==> config.mk <==
export PLATFORM = sky130hd
export DESIGN_NAME = hdlc_chk_chan
export DESIGN_NICKNAME = d
export VERILOG_FILES = /design/src/rtl/hdlc_chk_pkg.sv /design/src/rtl/hdlc_chk_chan.sv
export SDC_FILE = /design/constraint.sdc
export NUM_CORES = 1
export LEC_CHECK = 0
export CORE_AREA = 2 2 39 41
export DETAILED_ROUTE_END_ITERATION = 10
export DIE_AREA = 0 0 41 43
export RECOVER_POWER = 25
export SLEW_MARGIN = 0
export SYNTH_ARGS = -nofsm -noshare
export SYNTH_HDL_FRONTEND = slang
export SYNTH_SLANG_ARGS = --single-unit
==> constraint.sdc <==
create_clock -name clk -period 1 [get_ports clk]
set_input_delay 0.2 -clock clk [delete_from_list [all_inputs] [get_ports clk]]
set_output_delay 0.2 -clock clk [all_outputs]
set_load 0.03 [all_outputs]
==> src/rtl/hdlc_chk_pkg.sv <==
// Shared constants and helpers for the HDLC receive-path protocol checker.
package hdlc_chk_pkg;

    localparam logic [7:0] FLAG_PATTERN = 8'h7E;

    localparam int unsigned CHK_FLAG  = 0;
    localparam int unsigned CHK_SPUR  = 1;
    localparam int unsigned CHK_ABORT = 2;
    localparam int unsigned CHK_EOF   = 3;
    localparam int unsigned NUM_CHK   = 4;

    // Saturating add: results above max clamp to max instead of wrapping.
    function automatic logic [31:0] sat_add(input logic [31:0] a, input logic [31:0] b,
                                            input logic [31:0] max);
        logic [32:0] sum;
        sum = {1'b0, a} + {1'b0, b};
        if (sum > {1'b0, max}) begin
            return max;
        end
        return sum[31:0];
    endfunction

endpackage

==> src/rtl/hdlc_chk_chan.sv <==
// Per-channel check logic: flag shift register, expectation pipelines and
// combinational failure flags for the current edge.
module hdlc_chk_chan
    import hdlc_chk_pkg::*;
#(
    parameter int unsigned FLAG_LATENCY = 2
) (
    input  logic               clk,
    input  logic               rst_n,
    input  logic               rx,
    input  logic               flag_detect,
    input  logic               valid_frame,
    input  logic               abort_detect,
    input  logic               abort_signal,
    input  logic               eof,
    output logic [NUM_CHK-1:0] fail
);

    logic [7:0]              shift_q;
    logic [FLAG_LATENCY-1:0] expect_q;
    logic                    abort_pend_q;
    logic                    vf_q;
    logic                    eof_pend_q;
    logic                    flag_hit;
    logic                    flag_due;

    // Pattern completes at this edge when the incoming bit closes the 8-sample window.
    assign flag_hit = ({shift_q[6:0], rx} == FLAG_PATTERN);
    assign flag_due = expect_q[FLAG_LATENCY-1];

    always_ff @(posedge clk or negedge rst_n) begin
        if (!rst_n) begin
            shift_q      <= 8'hFF;
            expect_q     <= '0;
            abort_pend_q <= 1'b0;
            vf_q         <= 1'b0;
            eof_pend_q   <= 1'b0;
        end else begin
            shift_q      <= {shift_q[6:0], rx};
            expect_q     <= (expect_q << 1) | FLAG_LATENCY'(flag_hit);
            abort_pend_q <= abort_detect & valid_frame;
            vf_q         <= valid_frame;
            eof_pend_q   <= vf_q & ~valid_frame;
        end
    end

    assign fail[CHK_FLAG]  = flag_due & ~flag_detect;
    assign fail[CHK_SPUR]  = flag_detect & ~flag_due;
    assign fail[CHK_ABORT] = abort_pend_q & ~abort_signal;
    assign fail[CHK_EOF]   = eof_pend_q & ~eof;

endmodule

==> results.cfg <==
; implementation run metrics
[detailed_routing]
wirelength_met1_um = 207
drt_iter0_drc = 0
num_vias = 213
wl_met2_um = 252
drc = 0
first_pass_iters = 1
via_per_inst = 4.019
dr_wl_met3_um = 38
wirelength_um = 515
routed.top_layer = met4
antenna_left = 0

[layout]
sh_comb_area_pct = 12.33
final_cell_area_um2 = 538.0
area_growth_pct = 46.26
dominant_cells = flip-flops and latches
nClkBuffers = 4
clk_share_pct = 6.744
regArea_um2 = 309.0
regMostFlops = shift_q
nNetsFinal = 46
nNonClkInverters = 0
mostFrequentLayoutCell = dfstp_2
layout-drive-gt1-share_pct = 43.24
fillers = 129
seq_share_pct = 57.44
comb_cells = 9
largest_reg_flops = 7
comb_area_um2 = 66.31
fin_util_pct = 38.88
final_cell_mix = dfstp_2, dfrtp_1, clkdlybuf4s50_1
buf_share_pct = 19.77
top_regs = shift_q x7, expect_q x2
flop-count = 12
buffers = 12

[die]
taps = 16
fp-row-count = 14
fp_util_pct = 26.58
chipArea_um2 = 1763
die_h_um = 43
core_um2 = 1384
io_pins = 12

[clocking]
clockBufferDepth = 2
hold_buffers = 0
post_cts_buffers = 0
clk_pin_slew_ns = 0.07
cts_tree = built
cts_resized = 1
numCtsBuffers = 3
htree_levels = 1
clkSinkCount = 12
cts_root_buf = clkbuf_4
clock_latency_ns = 0.27

[critical_path]
cpPeakStageDelay_ns = 0.38
path_class = reg2out
critical_path.endpoint = fail[0]
critPathBufInv = 1
r2r_cells = 2
cp_max_fo = 2
r2r_end = expect_q[0]
crit_family = flip-flops
start_kind = flip-flop
crit_path_cell_trace = nor2b_1 -> buf_4
path_depth = 2
crit_slowest_cell = dfrtp_1
crit_arrival_ns = 0.92
r2r_setup_slack_ns = 0.21
worstPathRequired_ns = 0.80
cp-end-kind = primary output

[synthesis]
fp_nets = 29
ys_types = 6
syn_area_um2 = 367.9
ys_seq_share_pct = 84.01
ys.flops = 12
top_cell = dfstp_2
top_cells_by_count = dfstp_2, dfrtp_1, nor2b_1
avgSynthCellArea_um2 = 17.52
yosys.area.top_type_share_pct = 50.00
ys_sh_simple_pct = 15.99
async_reset_ff_share_pct = 100.0
ys_sh_adder_pct = 0
yosysChipArea_um2 = 367.9
synth_cells = 21
ys_top_logic_family = simple AND/OR/NAND/NOR gates
synth-edff-count = 0
yosysTopAreaCell = dfstp_2
synthMuxAreaShare_pct = 0
area_leaders = dfstp_2, dfrtp_1, nor2b_1
flop_cell = dfstp_2
ys_sh_xor_pct = 0

[pwr]
ir_drop_v = 0.001115
p_switching_w = 0.0001907
comb_power_w = 0.0000685
swShare_pct = 19.71
maxPowerGroup = registers
pg_clk_w = 0.000373
p_int_w = 0.0007769
pwr-share-seq_pct = 54.4
p_per_area_nw_per_um2 = 1798
pwr-share-comb_pct = 7.1
p_total_w = 0.0009676
clock_power_share_pct = 38.6

[global_route]
grt_max_degree = 13
top_usage_layer = met1
use_met1_pct = 10.07
grt_pass1_wl_um = 855
first_global_vias = 215
use_met3_pct = 3.141
met2_usage_pct = 9.375
antenna_found_initial = 0
grt_use_total_pct = 7.914

[sta]
fmax_mhz = 889.5
hold_viol_final = 0
fin_crit_ns = 1.124
finalCritPeriodShare_pct = 112.4
slew_headroom_pct = 60.65
setup_slack_ns = -0.1242
drv_slew = 0
tns_ns = -0.4227
final-setup-viol-count = 4
tightest_slew_ns = 0.5903
fin_worst_skew_ns = 0.002022

[hold_path]
hp-start = expect_q[0]
min_to = expect_q[1]

[flow_run]
warnings = 28
max_cap_violations = 0

[placed_design]
globalplace.congestion = 0.6520
placed_cells = 49
io_buffers = 11

[outcome]
violations = setup timing
status = finished, violations left
### M1 wires

Scale bar: 10 um. Supply wires on this layer in grey.
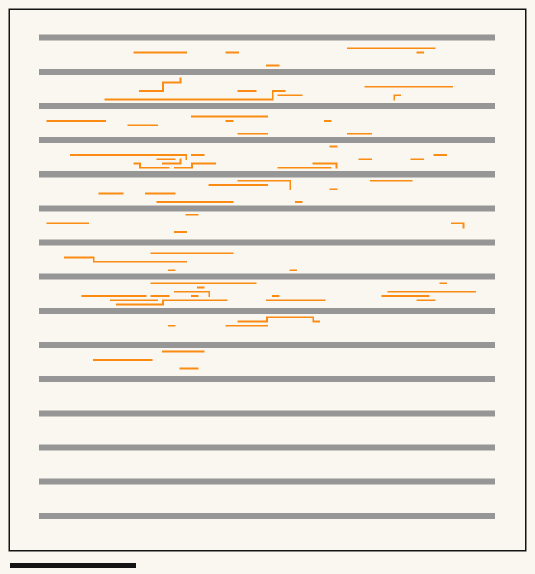
The wires run mostly horizontal. The layer holds 40% of the routed length.

### Signal wires on met2

Scale bar: 10 um.
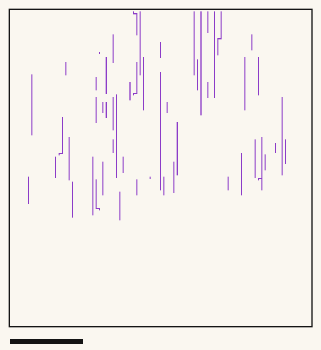
The wires run mostly vertical. The layer carries 252 um of wire. The longest straight run is 16.0 um.

### Met3 routing

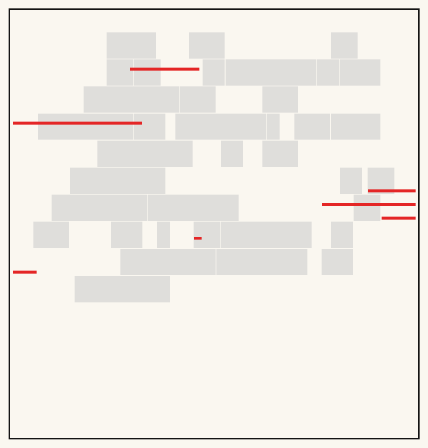
The longest straight run is 12.6 um. The layer holds 7.4% of the routed length. The layer carries 38.3 um of wire. 6 nets have wire on it.

Power figures rest on the tool's default switching activity, not on a simulated workload.
